===== src/rtl/cpu_defs.sv =====
// ---------------------------------------------------------------------------
// cpu_defs : shared widths, opcode field location and fetch state encoding
// Revision : 1.0 - initial release
// ---------------------------------------------------------------------------
`default_nettype none

package cpu_defs;

  localparam int ADDR_W  = 8;
  localparam int INSTR_W = 17;

  // Opcode field lives in the top five bits of the instruction word
  localparam int OPC_HI = 16;
  localparam int OPC_LO = 12;
  localparam int OPC_W  = OPC_HI - OPC_LO + 1;

  localparam logic [OPC_W-1:0] HALT_OP = 5'h1F;

  typedef enum logic [1:0] {
    ST_IDLE  = 2'd0,
    ST_FETCH = 2'd1,
    ST_HALT  = 2'd2
  } fetch_state_t;

endpackage

`default_nettype wire


===== src/rtl/instr_fetch.sv =====
// ---------------------------------------------------------------------------
// instr_fetch : program counter, prog_mem address drive and instruction
//               register with stall, redirect, HALT and wrap handling
// Revision    : 1.0 - initial release
// ---------------------------------------------------------------------------
`default_nettype none

module instr_fetch
  import cpu_defs::*;
#(
  parameter int                ADDR_W_P  = ADDR_W,
  parameter int                INSTR_W_P = INSTR_W,
  parameter logic [ADDR_W-1:0] RESET_PC  = 8'h00,
  parameter logic [OPC_W-1:0]  HALT_OPC  = HALT_OP
) (
  input  logic                 clk,
  input  logic                 rst_n,
  input  logic                 i_run,
  input  logic                 i_stall,
  input  logic                 i_jump_valid,
  input  logic [ADDR_W_P-1:0]  i_jump_addr,
  output logic [ADDR_W_P-1:0]  o_pm_addr,
  input  logic [INSTR_W_P-1:0] i_pm_data,
  output logic [INSTR_W_P-1:0] o_ir,
  output logic [ADDR_W_P-1:0]  o_ir_pc,
  output logic                 o_ir_valid,
  output logic                 o_halted,
  output logic                 o_wrapped
);

  fetch_state_t          r_state;
  fetch_state_t          w_state_nxt;
  logic [ADDR_W_P-1:0]   r_pc;
  logic [INSTR_W_P-1:0]  r_ir;
  logic [ADDR_W_P-1:0]   r_ir_pc;
  logic                  r_ir_valid;
  logic                  r_halted;
  logic                  r_wrapped;
  logic                  w_jump;
  logic                  w_fetch;
  logic                  w_is_halt;

  assign w_is_halt = (i_pm_data[OPC_HI:OPC_LO] == HALT_OPC);

  // State register
  always_ff @(posedge clk or negedge rst_n) begin
    if (!rst_n) r_state <= ST_IDLE;
    else        r_state <= w_state_nxt;
  end

  // Next-state decode; a redirect outranks stall/run and is ignored in IDLE
  always_comb begin
    w_state_nxt = r_state;
    w_jump      = 1'b0;
    w_fetch     = 1'b0;
    case (r_state)
      ST_IDLE: begin
        if (i_run) w_state_nxt = ST_FETCH;
      end
      ST_FETCH: begin
        if (i_jump_valid) begin
          w_jump = 1'b1;
        end else if (i_run && !i_stall) begin
          w_fetch = 1'b1;
          if (w_is_halt) w_state_nxt = ST_HALT;
        end
      end
      ST_HALT: begin
        if (i_jump_valid) begin
          w_jump      = 1'b1;
          w_state_nxt = ST_FETCH;
        end
      end
      default: w_state_nxt = ST_IDLE;
    endcase
  end

  // PC, instruction register and status flags
  always_ff @(posedge clk or negedge rst_n) begin
    if (!rst_n) begin
      r_pc       <= RESET_PC;
      r_ir       <= '0;
      r_ir_pc    <= '0;
      r_ir_valid <= 1'b0;
      r_halted   <= 1'b0;
      r_wrapped  <= 1'b0;
    end else begin
      r_wrapped <= 1'b0;
      if (w_jump) begin
        // The word already presented for the old PC is discarded (one bubble)
        r_pc       <= i_jump_addr;
        r_ir_valid <= 1'b0;
        r_halted   <= 1'b0;
      end else if (w_fetch) begin
        r_ir       <= i_pm_data;
        r_ir_pc    <= r_pc;
        r_ir_valid <= 1'b1;
        // A HALT word leaves the PC pointing at itself
        if (!w_is_halt) begin
          r_pc      <= r_pc + 1'b1;
          r_wrapped <= (r_pc == '1);
        end
      end else if (r_state == ST_HALT) begin
        r_ir_valid <= 1'b0;
        r_halted   <= 1'b1;
      end
    end
  end

  assign o_pm_addr  = r_pc;
  assign o_ir       = r_ir;
  assign o_ir_pc    = r_ir_pc;
  assign o_ir_valid = r_ir_valid;
  assign o_halted   = r_halted;
  assign o_wrapped  = r_wrapped;

endmodule

`default_nettype wire

===== config.mk =====
export PLATFORM = sky130hd
export DESIGN_NAME = instr_fetch
export DESIGN_NICKNAME = d
export VERILOG_FILES = /design/src/rtl/cpu_defs.sv /design/src/rtl/instr_fetch.sv
export SDC_FILE = /design/constraint.sdc
export NUM_CORES = 1
export LEC_CHECK = 0
export CAP_MARGIN = 20
export CORE_MARGIN = 2
export CORE_UTILIZATION = 47
export DETAILED_ROUTE_END_ITERATION = 10
export HOLD_SLACK_MARGIN = 0.06
export PLACE_DENSITY_LB_ADDON = 0.05
export SLEW_MARGIN = 30
export SYNTH_ARGS = -nofsm -noshare
export SYNTH_HDL_FRONTEND = slang
export SYNTH_SLANG_ARGS = --single-unit

===== constraint.sdc =====
create_clock -name clk -period 2.5 [get_ports clk]
set_input_delay 0.25 -clock clk [delete_from_list [all_inputs] [get_ports clk]]
set_output_delay 0.25 -clock clk [all_outputs]
set_load 0.1 [all_outputs]

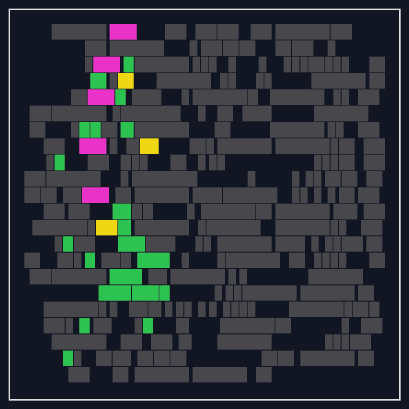
Figure 1: logic cells by family.
Drawn at 6 px/um.
| family | colour | cells |
|---|---|---|
| aoi and oai cells | green | 20 |
| non-inverting ao/oa cells | yellow | 3 |
| fa/ha/maj cells | magenta | 5 |

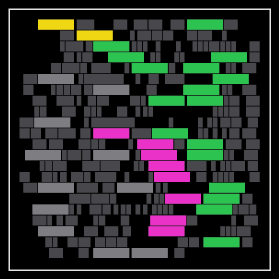
Figure 2: register map, names as in the netlist.
Drawn at 4 px/um.
| signal | colour | sequential cells |
|---|---|---|
| o_ir_pc | magenta | 8 |
| o_ir | green | 17 |
| r_state | yellow | 2 |
not coloured: 11

==> flow_metrics.env <==
# physical design summary
export IMPL_status="completed"
export IMPL_wl_per_cell_um=12.6
export IMPL_logic_family="simple AND/OR/NAND/NOR gates"
export IMPL_cts_resized=0
export IMPL_area_delta_synth_final_pct=40.0
export IMPL_row_count=22
export IMPL_worst_pin_slew_ps=830
export IMPL_lay_top_count="nand2_1"
export IMPL_vias=1466
export IMPL_postSynthAreaPerCell_um2=9.51
export IMPL_cts_root_buf="clkbuf_8"
export IMPL_vias_per_cell=4.92
export IMPL_worstSetupEndpoint="o_pm_addr[5]"
export IMPL_fa_ha_area_share_pct=3.59
export IMPL_post_route_min_period_ps=1880
export IMPL_rsz0062_at_grt="no"
export IMPL_cts_tree="done"
export IMPL_grt_max_degree=39
export IMPL_route_detailed_drc=0
export IMPL_clock_sinks=38
export IMPL_warnings=29
export IMPL_ys_sh_simple_pct=23.9
export IMPL_r2r_end="o_pm_addr[5]"
export IMPL_max_cap_viol_count=0
export IMPL_synthCells=183
export IMPL_crit_type="reg2reg"
export IMPL_path_buffers=1
export IMPL_worstSetupPathDepth=6
export IMPL_critPathArrivalTime_ps=2040
export IMPL_lay_top_cells="78 x nand2_1, 38 x dfrtp_1, 38 x buf_4"
export IMPL_first_pass_iters=4
export IMPL_common_cells="78 x nand2_1, 38 x dfrtp_1, 10 x a21oi_1"
export IMPL_drive_above_1_share_pct=22.0
export IMPL_grt_pass1_vias=1336
export IMPL_r2r_setup_slack_ps=620
export IMPL_crit_fanout=14
export IMPL_ctsHoldBuffers=0
export IMPL_die_x_um=64.9
export IMPL_area_leaders="dfrtp_1 55%, nand2_1 17%, ha_1 3.6%"
export IMPL_yosysChipArea_um2=1740
worst min-delay path by stage:
| stage | start | end | cells past startpoint |
|---|---|---|---|
| 2_1_floorplan | rst_n | o_halted | 0 |
| 3_3_place_gp | rst_n | o_ir[1] | 1 |
| 3_5_place_dp | rst_n | o_ir[1] | 1 |
| 4_1_cts | rst_n | o_wrapped | 1 |
| 5_1_grt | rst_n | o_wrapped | 1 |
| 6_report | rst_n | o_ir_pc[4] | 1 |
per-stage QoR:
stage	cells	hold WS [ps]	util, %	setup WS, ps
after floorplan	183	-45.6	-	321
after global placement	290	383	64.6	583
after detailed placement	290	402	64.6	549
after CTS	298	86.7	67.6	594
after global routing	298	130	67.6	489
final	298	58.4	67.6	615
layer usage:
metal  up-vias  routed length [um]  global-route usage [%]
met3         5                 271                    5.56
met2        52                1760                    28.9
met1       682                1700                    25.0
met4         0                  42                    5.59
met5         -                   0                       0
li1        727                   -                       -
state kept, by name (all words and copies together) (netlist names):
register / cells
o_halted: 1
o_ir: 17
o_ir_pc: 8
o_ir_valid: 1
o_pm_addr: 8
o_wrapped: 1
r_state: 2
cell type report:
class	count	area (um2)
Timing Repair Buffer	67	571
Multi-Input combinational cell	133	732
Tap cell	48	60.1
Clock buffer	5	68.8
Sequential cell	38	951
Inverter	4	15.0
Fill cell	275	1170
Clock inverter	3	40.0
worst reg2reg max path, cell delays in order, from the launching register on:
cell,delay [ps]
dfrtp_1,410
inv_1,110
ha_1,270
nand4bb_4,290
a2111oi_2,450
xnor2_1,160
a21oi_1,80
